## src/rtl/ncl_ring_pkg.sv

```systemverilog
// Shared types and constants for the NCL ring supervisor.
package ncl_ring_pkg;

  typedef enum logic [2:0] {
    ST_IDLE,
    ST_INIT_HOLD,
    ST_RELEASE,
    ST_RUN,
    ST_STALL,
    ST_FAULT
  } ring_sup_state_t;

  localparam int RETRY_W = 4;

  // Both rails asserted at once is never a legal dual-rail code
  localparam logic [1:0] RAIL_ILLEGAL = 2'b11;

endpackage

```

## src/rtl/ncl_sync2.sv

```systemverilog
// Two-flop synchronizer for one asynchronous ring signal, clears to 0 on reset.
module ncl_sync2 (
  input  logic clk,
  input  logic rst,
  input  logic d,
  output logic q
);

  logic meta;

  always_ff @(posedge clk or posedge rst) begin
    if (rst) begin
      meta <= 1'b0;
      q    <= 1'b0;
    end else begin
      meta <= d;
      q    <= meta;
    end
  end

endmodule

```

## src/rtl/ncl_ring_supervisor.sv

```systemverilog
// Supervisor for one dual-rail NCL oscillation ring: pulses the ring's init,
// watches a tap stage for wavefronts, measures the period and recovers stalls.
module ncl_ring_supervisor
  import ncl_ring_pkg::*;
#(
  parameter int INIT_CYCLES  = 20,
  parameter int STALL_CYCLES = 64,
  parameter int CNT_W        = 16,
  parameter int MAX_RETRY    = 3
) (
  input  logic               clk,
  input  logic               init,
  input  logic               start,
  input  logic               abort,
  input  logic               tap_comp,
  input  logic [1:0]         tap_rail,
  output logic               ring_init,
  output logic               running,
  output logic               stalled,
  output logic               fault,
  output logic [CNT_W-1:0]   wave_count,
  output logic [CNT_W-1:0]   period,
  output logic               period_valid,
  output logic [RETRY_W-1:0] retries
);

  localparam int HOLD_W  = $clog2(INIT_CYCLES + 1);
  localparam int STALL_W = $clog2(STALL_CYCLES);
  localparam logic [HOLD_W-1:0]  HOLD_LAST  = HOLD_W'(INIT_CYCLES - 1);
  localparam logic [STALL_W-1:0] STALL_LAST = STALL_W'(STALL_CYCLES - 1);
  localparam logic [RETRY_W-1:0] RETRY_MAX  = RETRY_W'(MAX_RETRY);

  ring_sup_state_t    state, state_next;
  logic               comp_sync, comp_prev, wave_det;
  logic [1:0]         rail_sync;
  logic               rail_ill_prev, illegal;
  logic [HOLD_W-1:0]  hold_cnt;
  logic [STALL_W-1:0] stall_tmr;
  logic [CNT_W-1:0]   period_cnt;
  logic               have_first;
  logic               active, timeout, enter_hold, count_wave;

  ncl_sync2 u_sync_comp  (.clk(clk), .rst(init), .d(tap_comp),    .q(comp_sync));
  ncl_sync2 u_sync_rail0 (.clk(clk), .rst(init), .d(tap_rail[0]), .q(rail_sync[0]));
  ncl_sync2 u_sync_rail1 (.clk(clk), .rst(init), .d(tap_rail[1]), .q(rail_sync[1]));

  always_ff @(posedge clk or posedge init) begin
    if (init) state <= ST_IDLE;
    else      state <= state_next;
  end

  // A wavefront in the timeout cycle suppresses the timeout; abort overrides all
  always_comb begin
    active     = (state == ST_RELEASE) || (state == ST_RUN);
    illegal    = (rail_sync == RAIL_ILLEGAL) && rail_ill_prev;
    timeout    = active && (stall_tmr == STALL_LAST) && !wave_det;
    state_next = state;
    case (state)
      ST_IDLE, ST_STALL, ST_FAULT: begin
        if (start) state_next = ST_INIT_HOLD;
      end
      ST_INIT_HOLD: begin
        if (hold_cnt == HOLD_LAST) state_next = ST_RELEASE;
      end
      ST_RELEASE, ST_RUN: begin
        if (illegal)       state_next = ST_FAULT;
        else if (timeout)  state_next = (retries < RETRY_MAX) ? ST_INIT_HOLD : ST_STALL;
        else if (wave_det) state_next = ST_RUN;
      end
      default: state_next = ST_IDLE;
    endcase
    if (abort) state_next = ST_IDLE;
    enter_hold = (state_next == ST_INIT_HOLD) && (state != ST_INIT_HOLD);
    count_wave = wave_det && (state_next == ST_RUN);
  end

  always_ff @(posedge clk or posedge init) begin
    if (init) begin
      comp_prev     <= 1'b0;
      wave_det      <= 1'b0;
      rail_ill_prev <= 1'b0;
    end else begin
      comp_prev     <= comp_sync;
      wave_det      <= comp_sync & ~comp_prev;
      rail_ill_prev <= (rail_sync == RAIL_ILLEGAL);
    end
  end

  // Status flags are decoded from the next state so they settle with it
  always_ff @(posedge clk or posedge init) begin
    if (init) begin
      ring_init <= 1'b1;
      running   <= 1'b0;
      stalled   <= 1'b0;
      fault     <= 1'b0;
    end else begin
      ring_init <= !((state_next == ST_RELEASE) || (state_next == ST_RUN));
      running   <= (state_next == ST_RUN);
      stalled   <= (state_next == ST_STALL);
      fault     <= (state_next == ST_FAULT);
    end
  end

  always_ff @(posedge clk or posedge init) begin
    if (init) begin
      hold_cnt  <= '0;
      stall_tmr <= '0;
    end else begin
      if (state == ST_INIT_HOLD) hold_cnt <= hold_cnt + 1'b1;
      else                       hold_cnt <= '0;
      if (active && !wave_det && !timeout) stall_tmr <= stall_tmr + 1'b1;
      else                                 stall_tmr <= '0;
    end
  end

  // Period counter restarts at 1 on each counted wavefront and saturates
  always_ff @(posedge clk or posedge init) begin
    if (init) begin
      wave_count   <= '0;
      period       <= '0;
      period_valid <= 1'b0;
      period_cnt   <= '0;
      have_first   <= 1'b0;
      retries      <= '0;
    end else begin
      if (enter_hold) retries <= active ? retries + 1'b1 : '0;
      if (enter_hold) begin
        wave_count   <= '0;
        period_valid <= 1'b0;
        have_first   <= 1'b0;
      end else if (count_wave) begin
        wave_count <= wave_count + 1'b1;
        period_cnt <= CNT_W'(1);
        have_first <= 1'b1;
        if (have_first) begin
          period       <= period_cnt;
          period_valid <= 1'b1;
        end
      end else if ((state == ST_RUN) && (state_next == ST_RUN) && (period_cnt != '1)) begin
        period_cnt <= period_cnt + 1'b1;
      end
    end
  end

endmodule
```

## config.mk

```make
export PLATFORM = sky130hd
export DESIGN_NAME = ncl_ring_supervisor
export DESIGN_NICKNAME = d
export VERILOG_FILES = /design/src/rtl/ncl_ring_pkg.sv /design/src/rtl/ncl_sync2.sv /design/src/rtl/ncl_ring_supervisor.sv
export SDC_FILE = /design/constraint.sdc
export NUM_CORES = 1
export LEC_CHECK = 0
export CORE_MARGIN = 2
export CORE_UTILIZATION = 45
export CTS_CLUSTER_SIZE = 10
export DETAILED_ROUTE_END_ITERATION = 8
export PLACE_DENSITY_LB_ADDON = 0.08
export SLEW_MARGIN = 30
export SYNTH_ARGS = -nofsm -noshare
export SYNTH_HDL_FRONTEND = slang
export SYNTH_SLANG_ARGS = --single-unit
export TNS_END_PERCENT = 5
```

## constraint.sdc

```tcl
create_clock -name clk -period 4.3 [get_ports clk]
set_input_delay 0.645 -clock clk [delete_from_list [all_inputs] [get_ports clk]]
set_output_delay 0.645 -clock clk [all_outputs]
set_load 0.02 [all_outputs]
```

==> results_slide.txt <==
Implementation Results

Placed design
  – Dpl ws: 1.27 ns
  – Gpl congestion: roughly 0.8

Critical path
  – Worst path cell trace: clkdlybuf4s50_1 -> a21oi_1 -> and4_1 -> buf_4 -> nand2_1 -> mux2_2
  – Worst r2r path cells: 5
  – Critical Path Sink: period[15]
  – Critical path startpoint category: input pin
  – Reg2reg start: state[1]
  – FF-to-FF setup slack: around 1.7 ns
  – Reg2Reg Capture Point: period_cnt[12]
  – CP max stage cell: clkdlybuf4s50_1
  – CP Launch Point: abort

Synth
  – Main logic family after synthesis: simple AND/OR/NAND/NOR gates
  – Area reported by Yosys stat: 3650 µm²
  – Mux area share: under 10%
  – Area share, top type: 54.9%
  – Async set or reset register ratio after synthesis: 100%
  – Synth Seq Share: about 56%
  – Xor/xnor share: 4.80%
  – Yosys warns: 0
  – Top cells by area: dfrtp_1 (55%), mux2_2 (4.6%), nand2_1 (3.1%)
  – Mapped Cells: between 300 and 400
  – Yosys simple share: 19.1%
  – Ys cells: around 340
  – Most frequent cells after synthesis: dfrtp_1 (80), nand2_1 (30), nor2_1 (30)
  – Flops after synth: 81
  – Post-Syn Area: 3650 µm²
  – Synth cell types: 47

Final timing
  – Hold violation total from the final report: 0
  – Slew @ Worst Pin: 0.859 ns
  – FMAX: 377 MHz
  – Final setup fails: 0
  – Slew HR: 42.5%
  – Fin. max-slew vios: 0
  – RSZ-0062 raised after global routing: no
  – Worst setup margin: between 1.5 and 2 ns

Clock tree
  – Postcts setup bufs: 0
  – TritonCTS clock tree: done
  – Post-CTS Resized: 0
  – H-tree depth: 3
  – Max Root-Sink Buffers: 2
  – Root Driver: clkbuf_8
  – CTS Hold Buffers Added: 0
  – Worst-path clk slew: approximately 0.080 ns

Worst hold path
  – Hold path cells: 0
  – Hold path start: u_sync_rail1.meta
  – Hold Path Sink: u_sync_rail1.q
  – Hold/Removal Path Class: flip-flop to flip-flop

Finish
  – Fin nets: 404
  – Most numerous logic cell after layout: dfrtp_1
  – Synth-to-Final Area Change: 22.2%
  – Antenna cell count: 0
  – Fill count: a little under 700
  – Share of layout cells above drive strength 1: 8.84%

Routing
  – DRC errors left: 0
  – Final ANT Viol Nets: 0
  – First-pass DRT Iterations: 4

Die
  – # IOs: 48

GRT
  – Vias in the first global route: 2,580
  – Initial antenna violation count: 0
  – First-pass GRT wire length: 12.6 mm
  – Largest net degree at the start of global routing: just over 60
  – Gr ovfl total: 0

Status
  – Outcome: complete, no violations

Pwr
  – Leak: 1.92 nW
  – Pwr dens: 330 nW/µm²
  – Sequential share of power: 52.9%
## routing by layer
| layer | vias up | track usage [%] | part of all wire (%) |
|---|---|---|---|
| met3 | 8 | 5.06 | 4.3 |
| met1 | 1337 | 25.5 | 48 |
| met4 | 0 | 5.07 | 0.97 |
| met2 | 56 | 28.1 | 46 |
| met5 | - | 0 | 0 |
| li1 | 1342 | - | - |
## power groups by stage
stage	Clock, W	Sequential (W)	Combinational (W)
2_1_floorplan	0	0.000791	0.0000311
4_1_cts	0.000668	0.000778	0.0000481
6_report	0.000647	0.000778	0.0000464
3_5_place_dp	0	0.000793	0.0000481
3_3_place_gp	0	0.000793	0.0000475
5_1_grt	0.000700	0.000780	0.0000542
## worst max-delay path: cells and delay by family
kind	cells	cell delay [ns]
muxes	1	0.44
buffers and inverters	2	0.74
AOI/OAI and AO/OA	1	0.37
and+or+nand+nor	2	0.69
## state kept, by name, summed over array words and instances, names as in the netlist, 3 cells and up
signal,flops
retries,4
stall_tmr,6
period_cnt,16
wave_count,16
period,16
state,3
hold_cnt,5
## cell type report
type                            instances  area [µm²]  share of cell area, %
Timing Repair Buffer                   50         493                   11.1
Sequential cell                        81        2030                   45.5
Multi-Input combinational cell        240        1530                   34.4
Clock buffer                           10         128                   2.86
Inverter                               10        42.5                  0.955
Clock inverter                          5         105                   2.36
Tap cell                              102         128                   2.86
## stage by stage
stage | power [W] | cell area [µm²] | instances | hold slack [ns]
2_1_floorplan | 0.000822 | 3650 | 342 | 0.331
3_3_place_gp | 0.000841 | 4220 | 483 | 0.336
3_5_place_dp | 0.000841 | 4220 | 483 | 0.336
4_1_cts | 0.00149 | 4460 | 498 | 0.356
5_1_grt | 0.00153 | 4460 | 498 | 0.361
6_report | 0.00147 | 4460 | 498 | 0.353
==> images/power_grid.png <==
Scale bar: 20 µm. Pins as bars on the die edge.
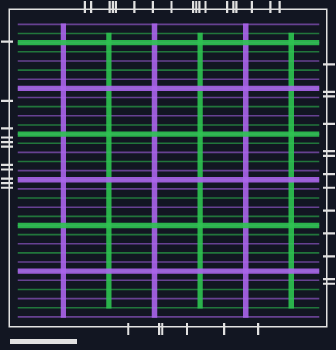
Purple stands for VSS. Green stands for VDD.
6 straps on met5. 6 straps on met4. 48 signal pins sit on the boundary. 33 met1 rails follow the rows. The core has 32 rows.
Die H: 94.0 µm
Worst VDD drop: 0.247 mV

==> images/placement_by_type.png <==
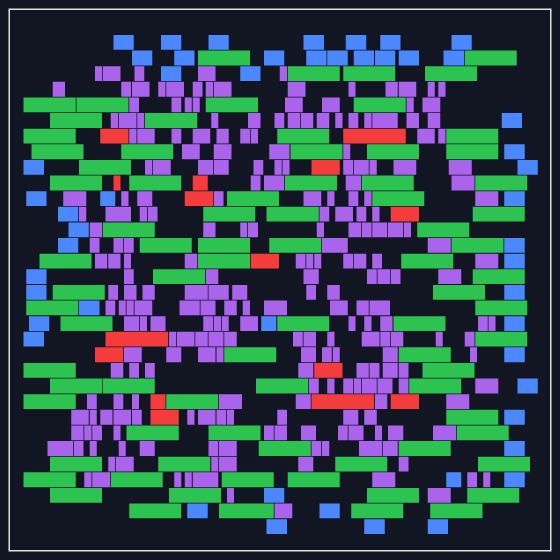
Green stands for sequential cells, cells 81, share of their area 47%. Red stands for clock drivers and dummy loads, cells 15, share of their area 5.4%. Purple stands for combinational and other logic, cells 250, share of their area 36%. Blue stands for remaining buffers and delay cells, cells 50, share of their area 11%.
Final Util: 57.1%
row cnt: 32
area of the core: 7810 µm²
final instance area: 4460 µm²

==> images/clk_routes.png <==
Scale bar: 20 µm.
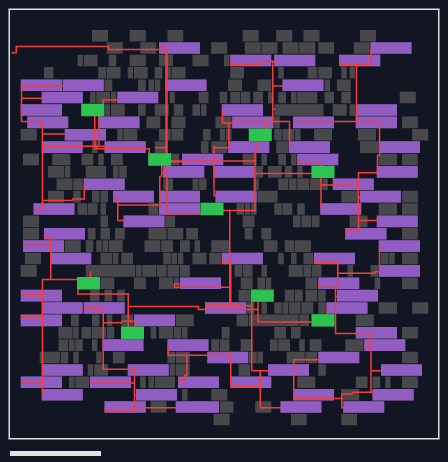
Green stands for clock drivers, count 9. Purple stands for flip-flops, count 81. Red stands for clock wires, length 957 µm.
Position of the flops: widely spread.
clk_skew: 0.0102 ns
P_clk: 0.000647 W
Latency at later pin: 0.35 ns
clock network power share: 43.9%

==> images/wires.png <==
Scale bar: 20 µm.
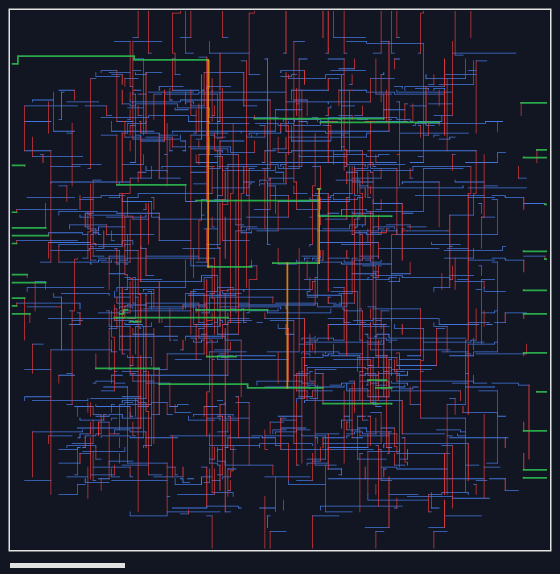
Blue stands for metal 1, wire length 3,510 µm. Green stands for metal 3, wire length 309 µm. Orange stands for metal 4, wire length 70.7 µm. Red stands for metal 2, wire length 3,350 µm.
Tot GR Track Use: 18.3%
via count: 2,743
Total Wirelength: 7.24 mm
routed len/inst: 14.5 µm

==> images/clocks.png <==
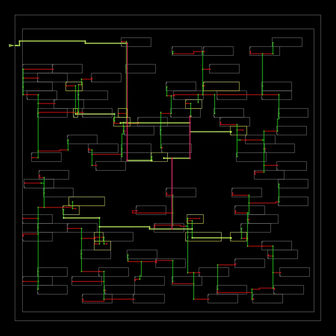
number of buffers created by CTS: 9
number of clock sinks: 81
flop count: 81
CLK BUF: 10

Power and IR drop assume default switching activity.
